Fig. 1: run 1, routing congestion
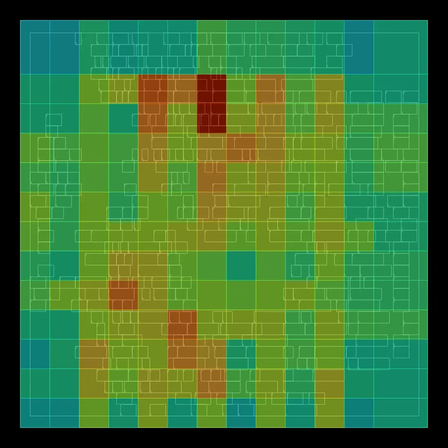
Fig. 2: run 1, the metal 1 layer
Bar = 20 um.
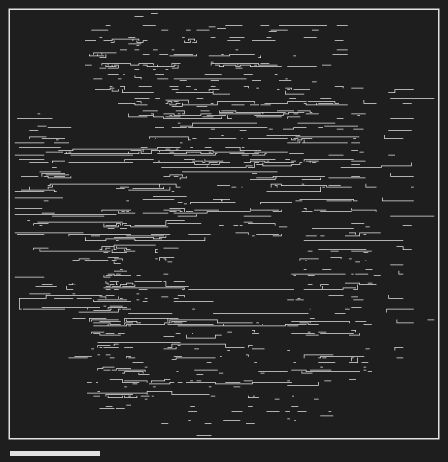
Fig. 3: run 1, wiring heat map
Bar = 20 um. The die is cut into 19 by 19 equal tiles; black is low, pale yellow is high, scaled to the fullest tile. Values are wire area over tile area, all layers added.
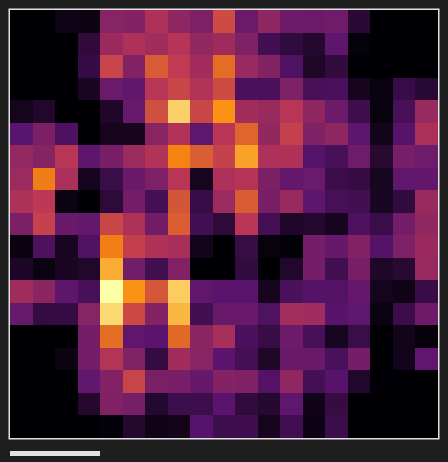
### config.mk
export PLATFORM = sky130hd
export DESIGN_NAME = radix8_ntt_scheduler
export DESIGN_NICKNAME = d
export VERILOG_FILES = /design/src/rtl/radix8_ntt_scheduler.sv
export SDC_FILE = /design/constraint.sdc
export NUM_CORES = 1
export LEC_CHECK = 0
export CAP_MARGIN = 10
export CORE_MARGIN = 2
export CORE_UTILIZATION = 40
export CTS_BUF_LIST = sky130_fd_sc_hd__clkbuf_8
export DETAILED_ROUTE_END_ITERATION = 8
export MAX_ROUTING_LAYER = met4
export PLACE_DENSITY = 0.72
export SLEW_MARGIN = 20
export SYNTH_ARGS = -nofsm -noshare
export SYNTH_HDL_FRONTEND = slang
export SYNTH_SLANG_ARGS = --single-unit
### constraint.sdc
create_clock -name clk -period 3.3 [get_ports clk]
set_input_delay 0.66 -clock clk [delete_from_list [all_inputs] [get_ports clk]]
set_output_delay 0.66 -clock clk [all_outputs]
set_load 0.02 [all_outputs]
### src/rtl/radix8_ntt_scheduler.sv
// radix8_ntt_scheduler
// Sequences an in-place N-point NTT/INTT (N = 8**STAGES) over a banked
// coefficient memory. The scheduler issues one 8-point group read per cycle,
// then runs DP_LAT drain cycles so that a stage's last write lands before the
// next stage reads. Each write-back address is the read address delayed by
// exactly DP_LAT cycles.
module radix8_ntt_scheduler #(
    parameter int          STAGES = 2,
    parameter int          ADDR_W = 6,
    parameter int          DP_LAT = 2,
    parameter logic [1:0]  SEL_R8 = 2'b10,
    localparam int         STG_W  = (STAGES > 1) ? $clog2(STAGES) : 1,
    localparam int         GRP_W  = ADDR_W - 3,
    localparam int         TW_W   = GRP_W + STG_W
) (
    input  logic                  clk,
    input  logic                  rst,
    input  logic                  start,
    input  logic                  intt,
    input  logic                  mem_ready,
    output logic                  busy,
    output logic                  done,
    output logic                  rd_valid,
    output logic [8*ADDR_W-1:0]   rd_addr,
    output logic [TW_W-1:0]       tw_addr,
    output logic [1:0]            select_mode,
    output logic                  ntt_intt_mode,
    output logic                  wr_valid,
    output logic [8*ADDR_W-1:0]   wr_addr
);

    localparam int DRN_W = (DP_LAT > 1) ? $clog2(DP_LAT) : 1;

    typedef enum logic [1:0] {
        S_IDLE,
        S_ISSUE,
        S_DRAIN,
        S_DONE
    } state_t;

    state_t              state_q, state_d;
    logic [STG_W-1:0]    step_q, step_d;
    logic [GRP_W-1:0]    grp_q, grp_d;
    logic [DRN_W-1:0]    drn_q, drn_d;
    logic                intt_q, intt_d;

    logic [STG_W-1:0]    stage_idx;
    logic [7:0]          shamt;
    logic [ADDR_W-1:0]   g_ext;
    logic [ADDR_W-1:0]   stride;
    logic [ADDR_W-1:0]   base;
    logic [8*ADDR_W-1:0] grp_addr;

    logic                dl_valid_q [DP_LAT];
    logic                dl_valid_d [DP_LAT];
    logic [8*ADDR_W-1:0] dl_addr_q  [DP_LAT];
    logic [8*ADDR_W-1:0] dl_addr_d  [DP_LAT];

    // Actual stage index: step counter runs forward, INTT walks stages in reverse
    always_comb begin
        stage_idx = intt_q ? (STG_W'(STAGES - 1) - step_q) : step_q;
    end

    // Group addressing; stride is a power of 8, so div/mod reduce to shift/mask
    always_comb begin
        shamt    = 8'(3 * (STAGES - 1 - int'(stage_idx)));
        g_ext    = ADDR_W'(grp_q);
        stride   = ADDR_W'(1) << shamt;
        base     = ((g_ext >> shamt) << (shamt + 8'd3)) | (g_ext & (stride - ADDR_W'(1)));
        grp_addr = '0;
        for (int unsigned k = 0; k < 8; k++) begin
            grp_addr[k*ADDR_W +: ADDR_W] = base + (ADDR_W'(k) << shamt);
        end
    end

    // Next-state logic and issue-side outputs
    always_comb begin
        state_d       = state_q;
        step_d        = step_q;
        grp_d         = grp_q;
        drn_d         = drn_q;
        intt_d        = intt_q;
        busy          = 1'b0;
        done          = 1'b0;
        rd_valid      = 1'b0;
        rd_addr       = '0;
        tw_addr       = '0;
        select_mode   = 2'b00;
        ntt_intt_mode = 1'b0;

        unique case (state_q)
            S_IDLE: begin
                if (start) begin
                    state_d = S_ISSUE;
                    intt_d  = intt;
                    step_d  = '0;
                    grp_d   = '0;
                    drn_d   = '0;
                end
            end
            S_ISSUE: begin
                rd_valid = mem_ready;
                rd_addr  = grp_addr;
                tw_addr  = {stage_idx, grp_q};
                if (mem_ready) begin
                    if (grp_q == '1) begin
                        grp_d   = '0;
                        drn_d   = '0;
                        state_d = S_DRAIN;
                    end else begin
                        grp_d = grp_q + 1'b1;
                    end
                end
            end
            S_DRAIN: begin
                if (drn_q == DRN_W'(DP_LAT - 1)) begin
                    drn_d = '0;
                    if (step_q == STG_W'(STAGES - 1)) begin
                        state_d = S_DONE;
                    end else begin
                        step_d  = step_q + 1'b1;
                        state_d = S_ISSUE;
                    end
                end else begin
                    drn_d = drn_q + 1'b1;
                end
            end
            S_DONE: begin
                done    = 1'b1;
                state_d = S_IDLE;
            end
            default: begin
                state_d = S_IDLE;
            end
        endcase

        if (state_q != S_IDLE) begin
            busy          = 1'b1;
            select_mode   = SEL_R8;
            ntt_intt_mode = intt_q;
        end
    end

    // Write-back delay line: shifts every cycle regardless of mem_ready
    always_comb begin
        dl_valid_d[0] = rd_valid;
        dl_addr_d[0]  = rd_addr;
        for (int unsigned i = 1; i < DP_LAT; i++) begin
            dl_valid_d[i] = dl_valid_q[i-1];
            dl_addr_d[i]  = dl_addr_q[i-1];
        end
    end

    assign wr_valid = dl_valid_q[DP_LAT-1];
    assign wr_addr  = dl_addr_q[DP_LAT-1];

    // State, counters and delay line; reset drops any in-flight writes
    always_ff @(posedge clk) begin
        if (rst) begin
            state_q <= S_IDLE;
            step_q  <= '0;
            grp_q   <= '0;
            drn_q   <= '0;
            intt_q  <= 1'b0;
            for (int unsigned i = 0; i < DP_LAT; i++) begin
                dl_valid_q[i] <= 1'b0;
                dl_addr_q[i]  <= '0;
            end
        end else begin
            state_q <= state_d;
            step_q  <= step_d;
            grp_q   <= grp_d;
            drn_q   <= drn_d;
            intt_q  <= intt_d;
            for (int unsigned i = 0; i < DP_LAT; i++) begin
                dl_valid_q[i] <= dl_valid_d[i];
                dl_addr_q[i]  <= dl_addr_d[i];
            end
        end
    end

endmodule

==> flow_summary.json, run 1 <==
{
  "reg2reg_depth": 5,
  "nets": 400,
  "r2r_slack_ps": 1590,
  "cts_hold_buf": 0,
  "area_delta_synth_final_pct": 27.84,
  "mux_area_share_pct": 1.796,
  "syn_area_sq_um": 3343,
  "comb_area_sq_um": 1076,
  "yosysUniqueCellTypes": 34,
  "ctsHtreeMaxLevel": 3,
  "hpwl_um": 4485,
  "clock-sinks": 86,
  "ios": 112,
  "seq_area_sq_um": 1722,
  "grt_max_degree": 44,
  "fp-row-count": 33,
  "p_int_w": 0.001437,
  "die_h_um": 95.42,
  "vias_per_cell": 4.319,
  "initCoreUtil_pct": 40.89,
  "crit_required_ps": 2640,
  "antenna_found_initial": 0,
  "dp_cells": 486,
  "setup_ws_ps": 231.0,
  "finalWeightedCongestion": 0.6863,
  "avgSynthCellArea_sq_um": 9.719,
  "final.setup.tns_ps": 0,
  "drtIter0Drc": 99,
  "yosysWarnings": 0,
  "dp_slack_ps": 622.5,
  "switching_power_w": 0.0005060,
  "top_logic_kind": "simple AND/OR/NAND/NOR gates",
  "finClkSkew_ps": 9.560,
  "max_stage_delay_ps": 650,
  "warnings": 26,
  "stdcell_area_sq_um": 4274,
  "outcome": "finished, final reports clean",
  "synth.area.top_cells": "dfxtp_1 (51%), buf_4 (13%), nor2b_1 (10%), nor3_1 (3.1%), nor2_1 (2.8%)",
  "grt_pass1_wl_um": 9549,
  "ys_cells": 344,
  "path_class": "reg -> out",
  "cp.arrival_ps": 2410,
  "clk_latency_ps": 340,
  "critPathLaunchType": "flop",
  "diodes": 0,
  "drv_slew": 0,
  "simple_gate_share_pct": 22.87,
  "sequentialPowerShare_pct": 54.9,
  "rsz0062_at_grt": "no",
  "nFillCells": 755,
  "cts_resized": 0,
  "finalCritPeriodShare_pct": 93.00,
  "hold_slack_ps": 439.6,
  "crit_path_end_kind": "output pin",
  "ys.flops": 86,
  "worstPathMaxFanout": 10,
  "ys_area_sq_um": 3343,
  "path_cells": "xor2_2, nand2_2, mux2i_1, clkdlybuf4s50_1",
  "p_leak_nw": 1.615,
  "cp-startpoint": "step_q",
  "post_cts_buffers": 0,
  "power_density_nw_per_um2": 454.7,
  "slew_headroom_pct": 56.68,
  "flop_cell": "dfxtp_1",
  "pwr-share-comb_pct": 11.4,
  "cts_tree": "done",
  "timing.rr.start": "grp_q[0]",
  "power.total_w": 0.001943,
  "clock_path_buffers": 2,
  "die-area_sq_um": 9105,
  "edf_count": 0,
  "finalCriticalPeriod_ps": 3069,
  "common_cells": "dfxtp_1 (86), buf_4 (60), nor2b_1 (56)",
  "synthCells": 344,
  "ant_nets": 0,
  "critPathSlowestCell": "clkdlybuf4s50_1",
  "max_freq_ghz": 0.3258,
  "compound_area_share_pct": 4.940
}
Notes on Fig. 1 above:
Tot GR Track Use: 14.25%
met1 Resource Use GR: 16.41%
Wirelength per Cell: 12.30 um
Final Core Density: 52.28%

Notes on Fig. 2 above:
share of all routed wire: 44%
main direction: horizontal
nets with wire on the layer: 336
longest straight run: 28.1 um
total number of vias: 2168
Post-Route WL: 6174 um

Notes on Fig. 3 above:
fullest tile: 0.43
mean over tiles: 0.11
tiles over half the peak: 10%

## run 1: worst min path at each step
stage / from / endpoint / cells past startpoint
global placement: dl_addr_q[0][45] / dl_addr_q[0][93] / 1
floorplan: dl_addr_q[0][2] / dl_addr_q[0][50] / 1
finish: dl_addr_q[0][2] / dl_addr_q[0][50] / 1
global route: dl_addr_q[0][2] / dl_addr_q[0][50] / 1
CTS: dl_addr_q[0][38] / dl_addr_q[0][86] / 1
detailed placement: dl_addr_q[0][38] / dl_addr_q[0][86] / 1
## run 1: state kept, by name, indices dropped and copies added (netlist names)
| name | cells |
|---|---|
| grp_q | 3 |
| intt_q | 1 |
| state_q | 2 |
| dl_addr_q | 76 |
| drn_q | 1 |
| step_q | 1 |
| dl_valid_q | 2 |
## run 1: cell families after synthesis
logic type / Yosys count
xor gates and xnor gates: 3
adders and majority gates: 3
muxes: 6
AOI/OAI and AO/OA: 26
DFF: 86
other: 1
and+or+nand+nor: 135
buffers and inverters: 84
## run 1: worst max-delay path: cells and delay by family, from the launching register on
kind          cells  cell delay (ps)
buf+inv           1              650
xor+xnor          1              460
flops             1              470
mux               1              240
simple gates      1              240
## run 1: area by class of cell
cell class	count	area share, %
Sequential cell	86	40.28
Timing Repair Buffer	118	27.05
Multi-Input combinational cell	175	25.18
Tap cell	105	3.074
Clock buffer	9	2.898
Clock inverter	7	1.347
Inverter	2	0.1756
## run 1: layer usage
layer | up-vias | track usage [%] | share of wire, %
met4 | 0 | 5.714 | 1.5
met5 | - | - | 0
met1 | 966 | 16.41 | 44
met3 | 10 | 4.348 | 5.5
li1 | 1121 | - | -
met2 | 71 | 23.24 | 49
## run 1: layout by cell type (no fill, tap or decap), drive strengths merged
| master | Yosys | routed |
|---|---|---|
| clkdlybuf4s50 | 0 | 109 |
| dfxtp | 86 | 86 |
| nor2b | 56 | 56 |
| nor2 | 26 | 26 |
| nor3 | 21 | 21 |
| o21a | 12 | 12 |
| clkbuf | 13 | 9 |
| buf | 69 | 9 |
| and2 | 8 | 8 |
| a21oi | 7 | 7 |
| mux2i | 6 | 6 |
| nand2 | 6 | 6 |
| nand2b | 5 | 5 |
| o21ai | 5 | 5 |
| inv | 2 | 4 |
| and3 | 3 | 3 |
| ha | 3 | 3 |
| nor3b | 3 | 3 |
| clkinv | 0 | 3 |
| nand3b | 2 | 2 |
| conb | 1 | 2 |
| clkinvlp | 0 | 2 |
| xnor2 | 2 | 2 |
| xor2 | 1 | 1 |
| or2 | 1 | 1 |
| or4b | 1 | 1 |
| a21boi | 1 | 1 |
| o21bai | 1 | 1 |
| nand3 | 1 | 1 |
| nand4b | 1 | 1 |
| nand4bb | 1 | 1 |
## run 1: power by group through the flow
stage / registers, W / clock network (W) / logic, W
6_report: 0.00107 / 0.000655 / 0.000222
5_1_grt: 0.00107 / 0.000727 / 0.000239
4_1_cts: 0.00107 / 0.000679 / 0.000225
3_5_place_dp: 0.00109 / 0 / 0.000224
3_3_place_gp: 0.00109 / 0 / 0.000221
2_1_floorplan: 0.00110 / 0 / 0.000156
==> run 1 -> run 2 <==
CORE_UTILIZATION = 51   (was 40)
PLACE_DENSITY = 0.88   (was 0.72)
Fig. 4: run 2, wiring heat map
Bar = 20 um. The die is cut into 17 by 17 equal tiles; black is low, pale yellow is high, scaled to the fullest tile. Values are wire area over tile area, all layers added.
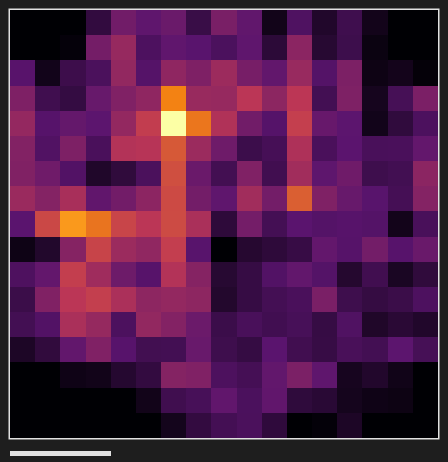
mean over tiles: 0.14
emptiest ninth of the die: lower right
fullest tile: 0.58
total number of vias: 2197
Tot GR Track Use: 18.44%

Fig. 5: run 2, the metal 2 layer
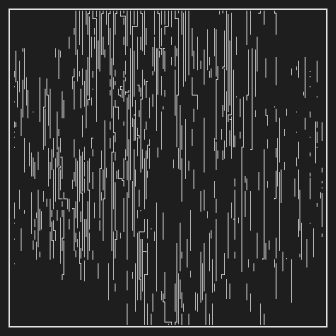
wire length on this layer: 3180 um
longest straight run: 35.4 um
main direction: vertical
Post-Route WL: 6321 um
met2 Usage GRT: 29.97%

==> run 2 against run 1 <==
  * Setup slack improved by 7.5 ps
  * Sequential share of layout area barely moved
  * Critical path type unchanged
  * Non-clock buffer count fell by 1
  * Routed wire length rose by 2.4%
==> flow_summary.json, run 2 <==
{
  "final_layout_size_suffix_gt1_share_pct": 7.576,
  "hold_path_class": "reg -> reg",
  "grt_pass1_vias": 2015,
  "async_flop_share_pct": 0,
  "timing.rr.start": "grp_q[0]",
  "clk_latency_ps": 350,
  "path_delay_family": "buffers and inverters",
  "grt_max_degree": 53,
  "max_stage_delay_ps": 650,
  "path_depth": 4,
  "diodes": 0,
  "ys.flops": 86,
  "power_density_nw_per_um2": 494.3,
  "cts_tree": "done",
  "ios": 112,
  "worstPathMaxFanout": 10,
  "avgSynthCellArea_sq_um": 9.719,
  "drt_pass1_iterations": 4,
  "switching_power_w": 0.0005224,
  "grt_pass1_wl_um": 10030,
  "top_register": "dl_addr_q",
  "cp.arrival_ps": 2400,
  "numCtsBuffers": 9,
  "largest_reg_flops": 76,
  "pwr-share-comb_pct": 10.5,
  "finalWeightedCongestion": 0.7946,
  "path_cells": "xor2_2, nand2_2, mux2i_1, clkdlybuf4s50_1",
  "yosysUniqueCellTypes": 34,
  "sequentialPowerShare_pct": 50.4,
  "path_buffers": 1,
  "drtIter0Drc": 90,
  "maxCapViolCount": 0,
  "layout_top_cell": "clkdlybuf4s50_1",
  "fp-row-count": 29,
  "rsz0062_at_grt": "no",
  "holdPathStages": 1,
  "setup.worst_path.end": "rd_addr[28]",
  "drc_errors": 0,
  "cp-startpoint": "intt_q",
  "reg2reg_depth": 5,
  "path_class": "reg -> out",
  "nets": 399,
  "netlist.area_leader.share_pct": 51.50,
  "cts_hold_buf": 0,
  "peakVddDrop_mv": 0.4893,
  "critPathLaunchType": "flop",
  "ys_cells": 344,
  "outcome": "finished, final reports clean",
  "cts.clk_slew.worst_paths_ps": 80,
  "clock-sinks": 86,
  "crit_path_end_kind": "output pin",
  "antenna_found_initial": 0,
  "die_x_um": 84.97,
  "finClkSkew_ps": 7.587,
  "syn_area_sq_um": 3343,
  "flop_cell": "dfxtp_1",
  "post_cts_buffers": 0,
  "p_int_w": 0.001592,
  "most_common_cell": "dfxtp_1",
  "wire_per_inst_um": 13.36,
  "top_area_cell": "dfxtp_1",
  "clockPowerShare_pct": 39.1,
  "finalCriticalPeriod_ps": 3061,
  "synthCells": 344,
  "initCoreUtil_pct": 52.65,
  "cts_resized": 0,
  "drv_slew": 0,
  "top_regs": "dl_addr_q (76), grp_q (3)",
  "final_cell_mix": "clkdlybuf4s50_1 (109), dfxtp_1 (86), nor2b_1 (56)",
  "vias_per_cell": 4.645,
  "max_freq_ghz": 0.3266,
  "edf_count": 0,
  "port_buffers": 110,
  "regToRegEndpoint": "grp_q[0]",
  "root_buffer": "clkbuf_8",
  "r2r_slack_ps": 1530,
  "hold_viol": 0,
  "hpwl_um": 4381,
  "yosysWarnings": 0,
  "area_delta_synth_final_pct": 27.96,
  "critPathSlowestCell": "clkdlybuf4s50_1",
  "finalCritPeriodShare_pct": 92.77,
  "ys_area_sq_um": 3343,
  "common_cells": "dfxtp_1 (86), buf_4 (60), nor2b_1 (56)",
  "worst_pin_slew_ps": 612.0,
  "ys_seq_share_pct": 51.50,
  "final.setup.tns_ps": 0,
  "synth.area.top_cells": "dfxtp_1 (51%), buf_4 (13%), nor2b_1 (10%), nor3_1 (3.1%), nor2_1 (2.8%)",
  "slew_headroom_pct": 59.11,
  "p_leak_nw": 1.630,
  "swShare_pct": 24.71,
  "die_h_um": 84.97,
  "ant_nets": 0,
  "ctsHtreeMaxLevel": 3,
  "die-area_sq_um": 7219,
  "clock_path_buffers": 2,
  "gr-total-overflow": 0,
  "crit_required_ps": 2640,
  "setup_viol": 0,
  "warnings": 26
}
Fig. 6: run 2, placement density heat map
Bar = 20 um. The die is cut into 8 by 8 equal tiles; black is low, pale yellow is high, 0 to 100% covered.
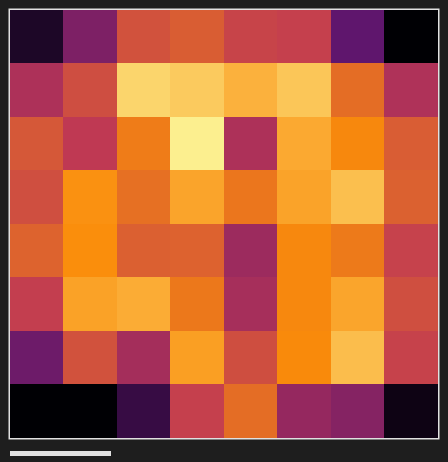
fullest tile: 97%
mean over tiles: 58%
nearly empty tiles: 4.7%
tiles over 75% full: 25%
emptiest ninth of the die: lower left
Final Core Density: 67.37%
core area: 6350 sq um

-- run 2: cell counts after synthesis --
Identical to the previous run, type by type.
-- run 2: through the flow --
stage	total power [W]	setup slack (ps)	instance area, sq um	hold WS (ps)	instances
2_1_floorplan	0.001253	1306	3347	413.8	345
3_3_place_gp	0.001308	663.2	4050	419.0	457
3_5_place_dp	0.001313	631.0	4050	421.2	457
4_1_cts	0.002133	226.9	4278	441.0	473
5_1_grt	0.002203	39.88	4278	455.8	473
6_report	0.002114	238.5	4278	440.0	473
-- run 2: worst min path at each step --
stage	startpoint	to	slack, ps
6_report	dl_addr_q[0][34]	dl_addr_q[0][82]	440
2_1_floorplan	dl_addr_q[0][2]	dl_addr_q[0][50]	410
3_3_place_gp	dl_addr_q[0][16]	dl_addr_q[0][64]	420
4_1_cts	dl_addr_q[0][34]	dl_addr_q[0][82]	440
5_1_grt	dl_addr_q[0][9]	dl_addr_q[0][57]	460
3_5_place_dp	dl_addr_q[0][33]	dl_addr_q[0][81]	420
-- run 2: area by class of cell --
type,instances,area [sq um]
fill,503,2072
sequential,86,1722
timing repair buffer,117,1149
multi-input combinational,175,1076
clock buffer,9,123.9
clock inverter,7,103.9
tap,77,96.34
inverter,2,7.507
-- run 2: per-layer routing --
layer | vias up | track usage, % | routed length [um]
met5 | - | - | 0
li1 | 1126 | - | -
met4 | 0 | 8.225 | 95
met1 | 974 | 20.97 | 2702
met2 | 84 | 29.97 | 3178
met3 | 13 | 5.545 | 345
-- run 2: cell families (layout without fill, tap and decap cells) --
family	Yosys count	count (layout)	share of synthesized area (%)
adders and majority gates	3	3	1.123
DFF	86	86	51.50
AOI/OAI and AO/OA	26	26	4.940
muxes	6	6	1.796
other	1	2	0.1122
and+or+nand+nor	135	135	22.87
xor gates and xnor gates	3	3	1.235
buffers and inverters	84	135	16.43
-- run 2: power by group through the flow --
| stage | sequential, W | clock, W | combinational, W |
|---|---|---|---|
| floorplan | 0.00110 | 0 | 0.000156 |
| global placement | 0.00109 | 0 | 0.000217 |
| detailed placement | 0.00109 | 0 | 0.000222 |
| CTS | 0.00107 | 0.000842 | 0.000224 |
| global route | 0.00107 | 0.000896 | 0.000238 |
| finish | 0.00107 | 0.000826 | 0.000222 |
==> run 2 -> run 3 <==
CAP_MARGIN = 20   (was 10)
SETUP_SLACK_MARGIN = 0.2   (was default)
Fig. 7: run 3, placement density heat map
Bar = 20 um. The die is cut into 8 by 8 equal tiles; black is low, pale yellow is high, 0 to 100% covered.
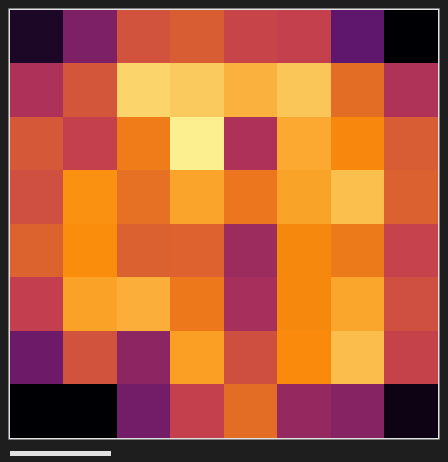
mean over tiles: 58%
nearly empty tiles: 4.7%
tiles over 75% full: 25%
fullest tile: 97%
Final Core Density: 67.65%
Init Core Util: 52.65%

Fig. 8: run 3, the metal 2 layer
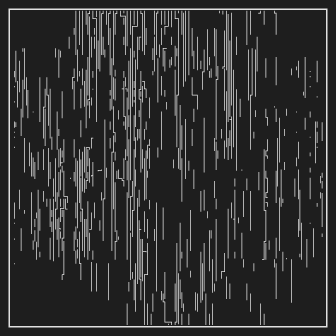
longest straight run: 35.4 um
nets with wire on the layer: 315
wire length on this layer: 3130 um
Post-Route WL: 6283 um
total number of vias: 2189

==> run 3 against run 2 <==
  * Die size unchanged
  * Register-to-register slack hardly changed
  * Critical path type unchanged
  * Final cell count stayed put
  * Utilization up 0.28 points
  * Synthesized area stayed put
==> flow_summary.json, run 3 <==
{
  "vias_per_cell": 4.628,
  "hold_path_class": "reg -> reg",
  "die_h_um": 84.97,
  "whs_endpoint": "dl_addr_q[0][82]",
  "port_buffers": 110,
  "finalWeightedCongestion": 0.7946,
  "common_cells": "dfxtp_1 (86), buf_4 (60), nor2b_1 (56)",
  "grt_pass1_vias": 2015,
  "antenna_found_initial": 0,
  "gr-total-overflow": 0,
  "p_int_w": 0.001593,
  "cp.arrival_ps": 2330,
  "grt_usage_pct": 18.44,
  "clock_path_buffers": 2,
  "pwr-share-comb_pct": 10.5,
  "ys.flops": 86,
  "r2r_slack_ps": 1530,
  "die_x_um": 84.97,
  "yosysUniqueCellTypes": 34,
  "area_delta_synth_final_pct": 28.48,
  "edf_count": 0,
  "top_area_cell": "dfxtp_1",
  "hold_start": "dl_addr_q[0][34]",
  "avgSynthCellArea_sq_um": 9.719,
  "power_density_nw_per_um2": 492.2,
  "clk_latency_ps": 350,
  "hold_viol": 0,
  "ios": 112,
  "switching_power_w": 0.0005214,
  "layout_top_cell": "clkdlybuf4s50_1",
  "top_register": "dl_addr_q",
  "max_freq_ghz": 0.3341,
  "largest_reg_flops": 76,
  "top_regs": "dl_addr_q (76), grp_q (3)",
  "final_layout_size_suffix_gt1_share_pct": 8.333,
  "ctsHtreeMaxLevel": 3,
  "dp_slack_ps": 631.0,
  "syn_area_sq_um": 3343,
  "peakVddDrop_mv": 0.4894,
  "synthCells": 344,
  "cts.clk_slew.worst_paths_ps": 80,
  "fp-row-count": 29,
  "drc_errors": 0,
  "most_common_cell": "dfxtp_1",
  "crit_path_end_kind": "output pin",
  "slew_headroom_pct": 59.65,
  "worst_pin_slew_ps": 604.0,
  "cts_resized": 0,
  "swShare_pct": 24.66,
  "setup_ws_ps": 306.6,
  "cts_tree": "done",
  "synth.area.top_cells": "dfxtp_1 (51%), buf_4 (13%), nor2b_1 (10%), nor3_1 (3.1%), nor2_1 (2.8%)",
  "setup_viol": 0,
  "nets": 399,
  "ys_seq_share_pct": 51.50,
  "holdPathStages": 1,
  "wire_per_inst_um": 13.28,
  "warnings": 27,
  "ant_nets": 0,
  "post_cts_buffers": 0,
  "worstPathMaxFanout": 12,
  "timing.rr.start": "grp_q[0]",
  "p_leak_nw": 1.633,
  "grt_pass1_wl_um": 10030,
  "maxCapViolCount": 0,
  "rsz0062_at_grt": "yes",
  "final.setup.tns_ps": 0,
  "clock-sinks": 86,
  "yosysWarnings": 0,
  "drv_slew": 0,
  "finalCritPeriodShare_pct": 90.71,
  "numCtsBuffers": 9,
  "die-area_sq_um": 7219,
  "sequentialPowerShare_pct": 50.5,
  "flop_cell": "dfxtp_1",
  "finalCriticalPeriod_ps": 2993,
  "ys_cells": 344,
  "drtIter0Drc": 85,
  "netlist.area_leader.share_pct": 51.50,
  "drt_pass1_iterations": 4,
  "reg2reg_depth": 5,
  "cts_hold_buf": 0,
  "fp.coreArea_sq_um": 6350,
  "path_class": "reg -> out",
  "clockPowerShare_pct": 39.0,
  "final_cell_mix": "clkdlybuf4s50_1 (109), dfxtp_1 (85), nor2b_1 (56)",
  "outcome": "finished, final reports clean",
  "crit_required_ps": 2640,
  "grt_max_degree": 53,
  "finClkSkew_ps": 7.705,
  "async_flop_share_pct": 0,
  "root_buffer": "clkbuf_8",
  "regToRegEndpoint": "grp_q[0]",
  "critPathLaunchType": "flop",
  "ys_area_sq_um": 3343,
  "diodes": 0,
  "hpwl_um": 4381
}
Fig. 9: run 3, the metal 1 layer
Bar = 20 um.
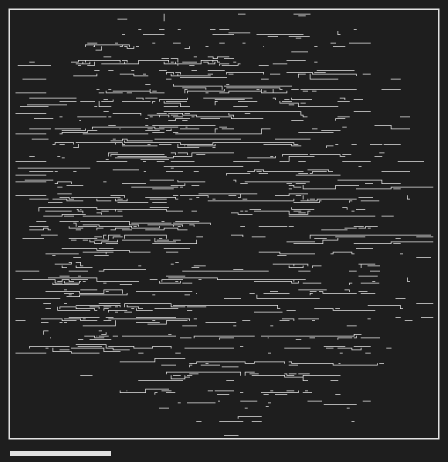
main direction: horizontal
share of all routed wire: 43%
longest straight run: 27.1 um
nets with wire on the layer: 348
met1 Resource Use GR: 20.97%

## run 3: cell count changes in the layout (fill, tap and decap cells not counted)
cell,previous run,this run
dfxtp_1,86,85
dfxtp_2,0,1
nand2_1,5,4
nand2_2,1,2
nor2_1,25,24
nor2_2,1,2
xor2_2,1,0
xor2_4,0,1
## run 3: cells by family (layout without fill, tap and decap cells)
family          after synthesis  after routing  synth area share [%]
simple gates                135            135                 22.87
flops                        86             86                 51.50
buf+inv                      84            135                 16.43
compound gates               26             26                 4.940
mux                           6              6                 1.796
fa+ha+maj                     3              3                 1.123
xor+xnor                      3              3                 1.235
other cells                   1              2                0.1122
## run 3: area by class of cell
| type | count | area, sq um |
|---|---|---|
| fill | 498 | 2054 |
| inverter | 2 | 7.507 |
| timing repair buffer | 117 | 1149 |
| clock buffer | 9 | 123.9 |
| multi-input combinational | 175 | 1092 |
| sequential | 86 | 1723 |
| clock inverter | 7 | 103.9 |
| tap | 77 | 96.34 |
## run 3: routing by layer
layer	part of all wire (%)	track usage, %	routed length, um	vias up
met5	0	-	0	-
met4	1.8	8.225	116	0
met3	5.5	5.545	346	10
met2	50	29.97	3134	84
met1	43	20.97	2686	969
li1	-	-	-	1126
## run 3: worst max-delay path: stages, from the launching register on
cell and delay, ps:
dfxtp_1 410, xnor2_2 520, nor2_2 200, mux2i_1 200, clkdlybuf4s50_1 650
## run 3: worst max-delay path by stage
stage | from | to | slack, ps | cells past startpoint
2_1_floorplan | state_q[1] | rd_addr[0] | 1310 | 6
3_3_place_gp | mem_ready | rd_valid | 660 | 3
3_5_place_dp | state_q[1] | rd_addr[17] | 630 | 5
4_1_cts | intt_q | rd_addr[28] | 230 | 4
5_1_grt | intt_q | rd_addr[40] | 160 | 4
6_report | intt_q | rd_addr[40] | 310 | 4
## run 3: per-stage QoR
step | utilization [%] | cells | total power [W] | cell area, sq um | hold WS (ps)
2_1_floorplan | - | 345 | 0.001253 | 3347 | 413.8
3_3_place_gp | 63.78 | 457 | 0.001308 | 4050 | 419.0
3_5_place_dp | 63.78 | 457 | 0.001313 | 4050 | 421.2
4_1_cts | 67.37 | 473 | 0.002133 | 4278 | 441.0
5_1_grt | 67.65 | 473 | 0.002204 | 4295 | 455.8
6_report | 67.65 | 473 | 0.002114 | 4295 | 438.3
## run 3: power groups by stage
stage	clock network (W)	logic, W	registers, W
4_1_cts	0.000842	0.000224	0.00107
3_3_place_gp	0	0.000217	0.00109
6_report	0.000824	0.000222	0.00107
2_1_floorplan	0	0.000156	0.00110
3_5_place_dp	0	0.000222	0.00109
5_1_grt	0.000896	0.000239	0.00107
No activity file was given, so power comes from the tool's default toggle rates.
